**config.mk**
```make
export PLATFORM = sky130hd
export DESIGN_NAME = breakout_bounce_arbiter
export DESIGN_NICKNAME = d
export VERILOG_FILES = /design/src/rtl/breakout_bounce_arbiter.sv
export SDC_FILE = /design/constraint.sdc
export NUM_CORES = 1
export LEC_CHECK = 0
export CAP_MARGIN = 20
export CORE_UTILIZATION = 45
export DETAILED_ROUTE_END_ITERATION = 8
export PLACE_DENSITY = 0.79
export RECOVER_POWER = 50
export SLEW_MARGIN = 20
export SYNTH_ARGS = -nofsm -noshare
export SYNTH_HDL_FRONTEND = slang
export SYNTH_SLANG_ARGS = --single-unit
```
**constraint.sdc**
```tcl
create_clock -name clk -period 7.2 [get_ports clk]
set_input_delay 0.72 -clock clk [delete_from_list [all_inputs] [get_ports clk]]
set_output_delay 0.72 -clock clk [all_outputs]
set_load 0.05 [all_outputs]
```
**src/rtl/breakout_bounce_arbiter.sv**
```systemverilog
// breakout_bounce_arbiter
//   Arbitrates per-column block-hit direction requests and owns the ball
//   direction registers. One column wins per bounce event (round-robin from
//   ptr), its captured flags are applied to dir_x/dir_y, and a frame-based
//   cooldown then masks further requests so one collision flips the ball once.
//
// Ports
//   clk           system clock
//   reset         synchronous active-high reset
//   refr_tick     one-cycle pulse per video frame (cooldown time base)
//   serve         one-cycle pulse: new ball served (dir right/up, back to IDLE)
//   hit_u/d/l/r   per-column moveU/moveD/moveL/moveR, bit i = column i
//   dir_x         1 = right, 0 = left
//   dir_y         1 = down,  0 = up
//   bounce_pulse  one-cycle strobe when a bounce is applied
//   bounce_col    column whose request was last applied (zero-extended)
//   bounce_count  applied bounces, saturating
//   busy          high in APPLY and COOLDOWN
module breakout_bounce_arbiter #(
  parameter int NCOL           = 5,
  parameter int COOLDOWN_TICKS = 2,
  parameter int CNT_W          = 8
) (
  input  logic             clk,
  input  logic             reset,
  input  logic             refr_tick,
  input  logic             serve,
  input  logic [NCOL-1:0]  hit_u,
  input  logic [NCOL-1:0]  hit_d,
  input  logic [NCOL-1:0]  hit_l,
  input  logic [NCOL-1:0]  hit_r,
  output logic             dir_x,
  output logic             dir_y,
  output logic             bounce_pulse,
  output logic [2:0]       bounce_col,
  output logic [CNT_W-1:0] bounce_count,
  output logic             busy
);

  localparam int PW = (NCOL > 1) ? $clog2(NCOL) : 1;

  typedef enum logic [1:0] {IDLE, APPLY, COOLDOWN} state_t;

  state_t          state, state_nxt;
  logic [PW-1:0]   ptr;
  logic [3:0]      cd;
  logic [NCOL-1:0] req;
  logic            sel_vld;
  logic [PW-1:0]   sel_col;
  int              idx;

  logic [PW-1:0]   win_col_p0;
  logic            win_u_p0, win_d_p0, win_l_p0, win_r_p0;

  function automatic logic [CNT_W-1:0] sat_inc(input logic [CNT_W-1:0] v);
    return (&v) ? v : v + 1'b1;
  endfunction

  function automatic logic [PW-1:0] next_ptr(input logic [PW-1:0] w);
    return (w == PW'(NCOL - 1)) ? '0 : w + 1'b1;
  endfunction

  assign req  = hit_u | hit_d | hit_l | hit_r;
  assign busy = (state != IDLE);

  // Round-robin pick: first requesting column scanning upward from ptr, wrapping.
  always_comb begin
    sel_vld = 1'b0;
    sel_col = '0;
    idx     = 0;
    for (int k = 0; k < NCOL; k++) begin
      idx = (int'(ptr) + k) % NCOL;
      if (!sel_vld && req[PW'(idx)]) begin
        sel_vld = 1'b1;
        sel_col = PW'(idx);
      end
    end
  end

  always_comb begin
    state_nxt = state;
    case (state)
      IDLE:     if (sel_vld) state_nxt = APPLY;
      APPLY:    state_nxt = COOLDOWN;
      COOLDOWN: if (refr_tick && cd <= 4'd1) state_nxt = IDLE;
      default:  state_nxt = IDLE;
    endcase
    // serve drops any pending hit and any cooldown in progress
    if (serve) state_nxt = IDLE;
  end

  // Stage p0: capture the winning column and its flags (consumed in APPLY)
  always_ff @(posedge clk) begin
    if (state == IDLE && sel_vld) begin
      win_col_p0 <= sel_col;
      win_u_p0   <= hit_u[sel_col];
      win_d_p0   <= hit_d[sel_col];
      win_l_p0   <= hit_l[sel_col];
      win_r_p0   <= hit_r[sel_col];
    end
  end

  // Stage p1: apply captured flags, cooldown bookkeeping
  always_ff @(posedge clk) begin
    if (reset) begin
      state        <= IDLE;
      ptr          <= '0;
      cd           <= '0;
      dir_x        <= 1'b1;
      dir_y        <= 1'b0;
      bounce_pulse <= 1'b0;
      bounce_col   <= '0;
      bounce_count <= '0;
    end else begin
      state        <= state_nxt;
      // a serve landing on the APPLY cycle still counts the bounce but
      // suppresses the strobe, since the direction it would announce is lost
      bounce_pulse <= (state == APPLY) && !serve;
      if (state == APPLY) begin
        bounce_col   <= 3'(win_col_p0);
        bounce_count <= sat_inc(bounce_count);
        ptr          <= next_ptr(win_col_p0);
      end
      if (serve) begin
        dir_x <= 1'b1;
        dir_y <= 1'b0;
        cd    <= '0;
      end else begin
        case (state)
          APPLY: begin
            if (win_r_p0 && win_l_p0) dir_x <= ~dir_x;
            else if (win_r_p0)        dir_x <= 1'b1;
            else if (win_l_p0)        dir_x <= 1'b0;
            if (win_u_p0 && win_d_p0) dir_y <= ~dir_y;
            else if (win_d_p0)        dir_y <= 1'b1;
            else if (win_u_p0)        dir_y <= 1'b0;
            cd <= 4'(COOLDOWN_TICKS);
          end
          COOLDOWN: if (refr_tick && cd != 4'd0) cd <= cd - 4'd1;
          default: ;
        endcase
      end
    end
  end

endmodule
```
run_1/pdn.png
Pins as bars on the die edge.
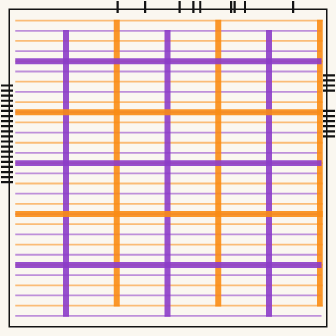
- VSS: purple
- VDD: orange
- met5 straps: 5
- rows: 29
- met1 rails: 30
- signal pins: 39
- met4 straps: 6
Core ar.: 0.00646 mm²
Die Y: 84.4 µm
die width: 84.4 µm

run_1/cell_classes.png
Bar = 20 µm.
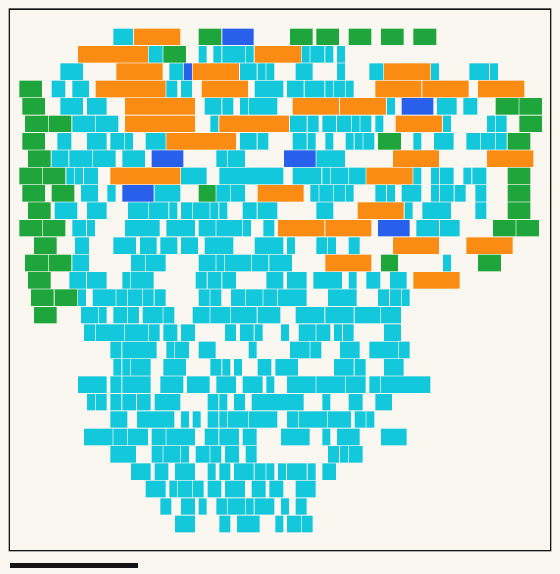
- other buffers and delay cells: green (cells 40; share of their area 11%)
- flops: orange (cells 30; share of their area 19%)
- all other logic: cyan (cells 332; share of their area 67%)
- clock drivers and dummy loads: blue (cells 7; share of their area 2.5%)

run_1/clock_map.png
Bar = 20 µm.
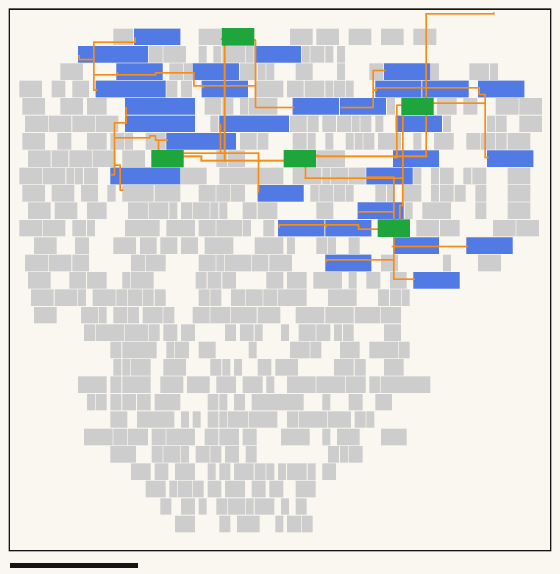
- clock wires: orange (length 397 µm)
- flip-flops: blue (count 30)
- cells driving clock nets: green (count 5)
- routed clock nets: 6
Latency at later pin: 0.28 ns
clock network fraction of total power: 0.195
Clk. pwr: 134 µW

==> flow_summary.json, run 1 <==
{
  "design.die.area_mm2": 0.00713,
  "instances_no_fill": 486,
  "ant_nets": 0,
  "route.detailed.drc": 5,
  "p_sw_uw": 270,
  "p_comb_uw": 343,
  "cts_hold_buf": 0,
  "port_buffers": 38,
  "p_int_uw": 418,
  "min_period_ns": 5.28,
  "postLayoutCoreUtil": 0.550,
  "whs_endpoint": "bounce_col[0]",
  "slew_violations": 0,
  "comb_power_share": 0.499,
  "reg2reg_to": "win_d_p0",
  "swShare": 0.393,
  "critPathRequiredTime_ns": 7.31,
  "dp_slack_ns": 2.04,
  "power_density_mw_per_mm2": 194,
  "synthXorXnorAreaFrac": 0.0372,
  "cts_buffers": 5,
  "relSlewSlack": 0.258,
  "violations": "DRC",
  "finalPower_uw": 688,
  "dr.pass1.iters": 8,
  "status": "finished with violations"
}
[run 1: critical path, delay by kind of cell, from the launching register on]
family                   cells  cell delay, ns
AND-OR/OR-AND                7            1.90
adder cells (fa/ha/maj)      2            1.25
buffers and inverters        3            0.62
AND/OR/NAND/NOR              2            0.50
flip-flops                   1            0.45
multiplexers                 1            0.38
[run 1: Yosys cell counts, drive strengths merged (5+ instances only)]
cell type and instances:
a211oi 7, buf 9, o211ai 5, xnor2 9, clkbuf 6, inv 18, o21ai 18, nand2 36
mux2i 17, nor4 7, o22ai 5, a21oi 29, dfxtp 23, nor3 9, o221ai 5, nand3 8
ha 20, nand2b 10, nor2 27, or4 8, nor2b 7, mux2 5, edfxtp 7, or2 7
nand4 7
[run 1: layout by cell type (no fill, tap or decap), drive strengths merged, types with 7 or more instances in the layout]
cell / netlist / layout
edfxtp: 7 / 7
nand3: 8 / 8
dlygate4sd3: 0 / 8
nor4: 7 / 7
nor3: 9 / 9
nand2: 36 / 36
o21ai: 18 / 18
nand4: 7 / 7
a21oi: 29 / 29
clkdlybuf4s50: 0 / 30
or2: 7 / 7
xnor2: 9 / 9
nor2: 27 / 27
inv: 18 / 18
or4: 8 / 8
nand2b: 10 / 10
a211oi: 7 / 7
nor2b: 7 / 7
mux2i: 17 / 17
clkbuf: 6 / 7
dfxtp: 23 / 23
ha: 20 / 20
[run 1: routing by layer]
metal  vias up  part of all wire  global-route usage
li1       1485                 -                   -
met2       118              0.49               0.379
met3        18             0.054              0.0295
met5         -                 0                   0
met1      1385              0.43               0.273
met4         0             0.022              0.0863
[run 1: registers in the layout, summed over array words and instances, names as in the netlist, 2 cells and up]
| register | flops |
|---|---|
| cd | 4 |
| ptr | 3 |
| bounce_count | 8 |
| bounce_col | 3 |
| win_col_p0 | 3 |
| state | 2 |
==> run 1 -> run 2 <==
Clock period 7.2 ns to 5 ns, I/O delays scaled along.
run_2/metal_stack.png
Only two layers are drawn.
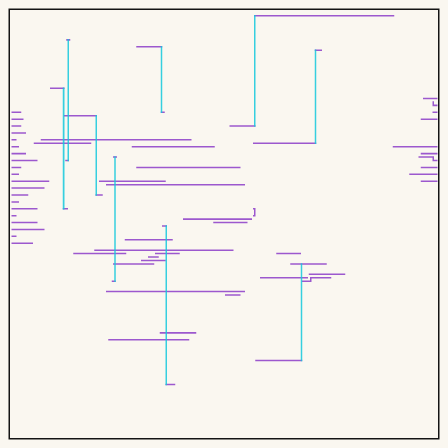
- met3: purple (wire length 456 µm)
- met4: cyan (wire length 191 µm)
WL final: 7.54 mm
GRT Overall Usage: 0.218
average routed wire per standard cell: 15.3 µm
Vias: 2986

run_2/cell_classes.png
Bar = 20 µm.
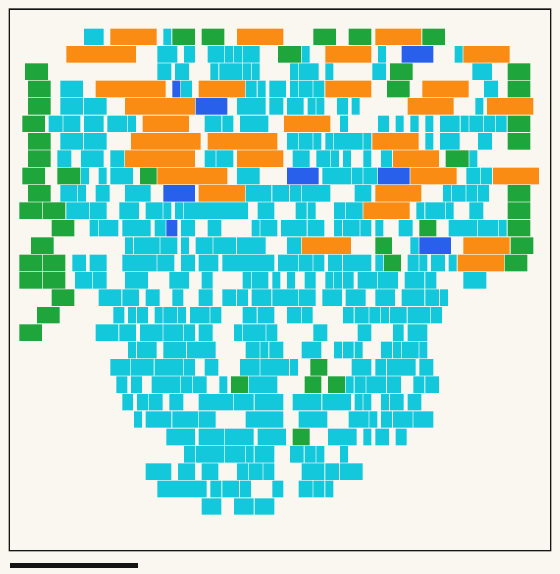
- other buffers and delay cells: green (cells 47; share of their area 13%)
- all other logic: cyan (cells 332; share of their area 66%)
- clock drivers and dummy loads: blue (cells 8; share of their area 2.6%)
- flops: orange (cells 30; share of their area 19%)

run_2/pdn.png
Pins as bars on the die edge.
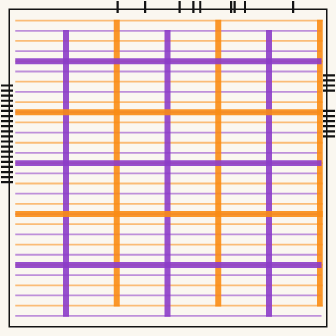
- VSS: purple
- VDD: orange
- met4 straps: 6
- met5 straps: 5
- met1 rails: 30
- signal pins: 39

==> flow_summary.json, run 2 <==
{
  "swShare": 0.392,
  "regMostFlops": "bounce_count",
  "clock_latency_ns": 0.28,
  "cts_buffers": 5,
  "ys_async_sr_fraction": 0,
  "final_common_cell": "nand2_1",
  "die_h_um": 84.4,
  "power_density_mw_per_mm2": 278,
  "largestRegisters": "bounce_count: 8 flops, cd: 4 flops",
  "dr.pass1.iters": 7,
  "yosys.area.top_type": "dfxtp_1",
  "route.detailed.drc": 2,
  "coreArea_mm2": 0.00646,
  "fin_nets": 460,
  "wl_met3_um": 456,
  "p_sw_uw": 394,
  "status": "finished with violations",
  "critPathRequiredTime_ns": 5.10,
  "finalPower_uw": 1000,
  "cts_hold_buf": 0,
  "design.die.area_mm2": 0.00713,
  "dp_slack_ns": 0.247,
  "hold_path_startpoint": "bounce_col[0]",
  "reg2reg_to": "win_r_p0",
  "min_period_ns": 4.65,
  "slew_violations": 0,
  "dr.max_layer_used": "met4",
  "common_cells": "nand2_1, a21oi_1, nor2_1",
  "violations": "DRC",
  "ant_nets": 0,
  "largest_reg_flops": 8,
  "port_buffers": 38,
  "wl_met2_mm": 3.50,
  "setup_ws_ns": 0.348,
  "comb_power_share": 0.502,
  "wl_met1_mm": 3.39,
  "p_int_uw": 611,
  "synthXorXnorAreaFrac": 0.0372,
  "lay_top_cells": "nand2_1, clkdlybuf4s50_1, a21oi_1",
  "die_x_um": 84.4,
  "whs_endpoint": "bounce_col[0]"
}
-- run 2: area by class of cell --
type                    instances  area [µm²]
clock buffers                   7        86.3
clock inverters                 1        5.00
fillers                       584        2850
inverters                      20        75.1
multi-input cells             312        2230
flip-flops and latches         30         672
well taps                      77        96.3
repair buffers                 47         448
-- run 2: cells by family after synthesis --
family | after synthesis
simple gates | 151
compound gates | 105
buf+inv | 35
flops | 30
mux | 23
fa+ha+maj | 20
xor+xnor | 13
-- run 2: power groups by stage --
stage                     clock [µW]  combinational, µW  sequential (µW)
after floorplan                    0                378              314
after global placement             0                484              307
after global routing             215                552              306
final                            197                504              303
after CTS                        202                500              302
after detailed placement           0                498              308
-- run 2: worst max-delay path, cell delays in order, from the launching register on --
cell and delay [ns]:
dfxtp_1 0.32, inv_2 0.20, ha_1 0.25, inv_1 0.09
ha_1 0.29, inv_1 0.12, ha_1 0.16, inv_1 0.05
ha_1 0.27, nand4bb_1 0.21, a2111oi_0 0.43, a311o_1 0.22
a311o_1 0.13, o211ai_1 0.12, a221oi_2 0.43, mux2_1 0.38
a21oi_2 0.27, inv_2 0.06, or2_1 0.28, o221ai_1 0.19
-- run 2: layer usage --
layer / global-route usage / vias up
li1: - / 1502
met1: 0.293 / 1363
met2: 0.362 / 103
met3: 0.0315 / 18
met4: 0.0693 / 0
met5: 0 / -
-- run 2: through the flow --
stage | utilization | hold slack [ns] | cells
final | 0.559 | 0.457 | 494
after global routing | 0.559 | 0.477 | 494
after CTS | 0.559 | 0.457 | 494
after detailed placement | 0.545 | 0.449 | 486
after global placement | 0.545 | 0.443 | 486
after floorplan | - | 0.423 | 377
-- run 2: timing repair --
item | CTS | global route
setup endpoints to repair | 0 | 4
hold endpoints to repair | 0 | 0
gates resized | 0 | 1
==> run 2 -> run 3 <==
==> constraint.sdc (replaced) <==
create_clock -name clk -period 5 [get_ports clk]
set_input_delay 1 -clock clk [delete_from_list [all_inputs] [get_ports clk]]
set_output_delay 1 -clock clk [all_outputs]
set_load 0.05 [all_outputs]
run_3/clock_map.png
Bar = 20 µm.
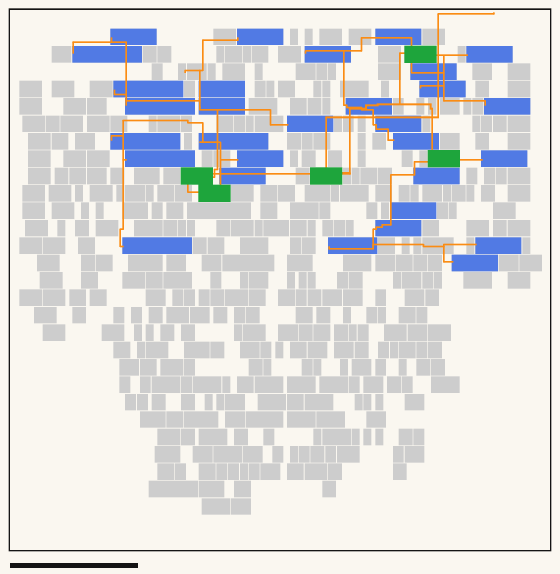
- clock wires: orange (length 399 µm)
- cells driving clock nets: green (count 5)
- flip-flops: blue (count 30)
- routed clock nets: 6
clock network fraction of total power: 0.196
Clk. pwr: 198 µW
Worst Skew: 0.00536 ns

run_3/final_clocks.png
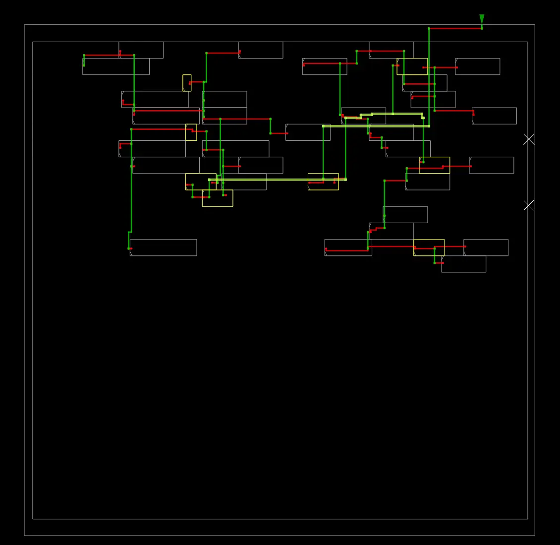
Seq cells: 30
CTS sink cnt: 30

run_3/pdn.png
Pins as bars on the die edge.
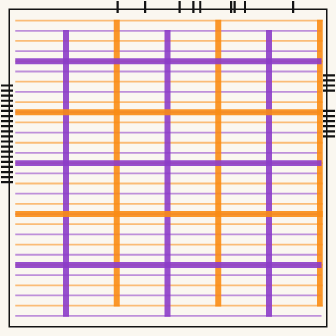
- VDD: orange
- VSS: purple
- met4 straps: 6
- rows: 29
worst vdd ir: 156 µV

==> flow_summary.json, run 3 <==
{
  "yosysMostFrequentCell": "nand2_1",
  "lay_top_cells": "nand2_1, clkdlybuf4s50_1, a21oi_1",
  "dp_slack_ns": 0.244,
  "wl_per_cell_um": 15.3,
  "final_common_cell": "nand2_1",
  "yosys.area.top_type": "dfxtp_1",
  "violations": "DRC",
  "relSlewSlack": 0.450,
  "grt_usage": 0.223,
  "regMostFlops": "bounce_count",
  "largest_reg_flops": 8,
  "reg2reg_to": "win_r_p0",
  "power_density_mw_per_mm2": 278,
  "dr.pass1.iters": 6,
  "setup_ws_ns": 0.346,
  "min_period_ns": 4.65,
  "post-place-cells": 488,
  "port_buffers": 38,
  "status": "finished with violations",
  "route.detailed.drc": 2,
  "common_cells": "nand2_1, a21oi_1, nor2_1",
  "max_stage_delay_ns": 0.52,
  "fin_nets": 463,
  "finalPower_uw": 1010,
  "wl_met1_mm": 3.36,
  "whs_endpoint": "dir_y",
  "slew_violations": 0,
  "largestRegisters": "bounce_count: 8 flops, cd: 4 flops",
  "wl_met3_um": 403
}
## run 3: cell counts after synthesis
Identical to the previous run, type by type.
## run 3: power breakdown
part	internal (µW)	total [µW]	switching, µW
Combinational	219	507	288
Clock	111	198	87.6
Sequential	283	304	21.0
## run 3: repair_timing
action	CTS	global route
gates resized	0	2
endpoints found under the setup margin	0	4
buffers inserted	0	1
## run 3: worst max path at each step
stage / from / endpoint / slack (ns) / depth (start not counted)
4_1_cts: ptr[1] / win_u_p0 / 0.24 / 19
2_1_floorplan: ptr[1] / win_d_p0 / 0.52 / 19
3_3_place_gp: ptr[1] / win_l_p0 / 0.52 / 19
5_1_grt: ptr[0] / win_d_p0 / 0.1 / 19
3_5_place_dp: ptr[1] / win_u_p0 / 0.24 / 19
6_report: ptr[0] / win_r_p0 / 0.35 / 19
## run 3: critical path, delay by kind of cell, from the launching register on
family	cells	cell delay, ns
adder cells (fa/ha/maj)	4	0.98
AND/OR/NAND/NOR	2	0.72
flip-flops	1	0.32
buffers and inverters	5	0.68
AND-OR/OR-AND	7	1.45
multiplexers	1	0.23
## run 3: area by class of cell
| cell class | instances | area (µm²) | share of cell area |
|---|---|---|---|
| multi-input cells | 312 | 2230 | 0.613 |
| flip-flops and latches | 30 | 672 | 0.185 |
| well taps | 77 | 96.3 | 0.0265 |
| inverters | 20 | 75.1 | 0.0207 |
| clock inverters | 1 | 5.00 | 0.00138 |
| clock buffers | 7 | 86.3 | 0.0238 |
| repair buffers | 50 | 470 | 0.129 |
## run 3: metal layers
metal,global-route usage,vias up
li1,-,1501
met1,0.282,1412
met2,0.386,100
met3,0.0344,14
met4,0.0770,0
met5,0,-
Power is estimated from default activity; no workload was simulated.
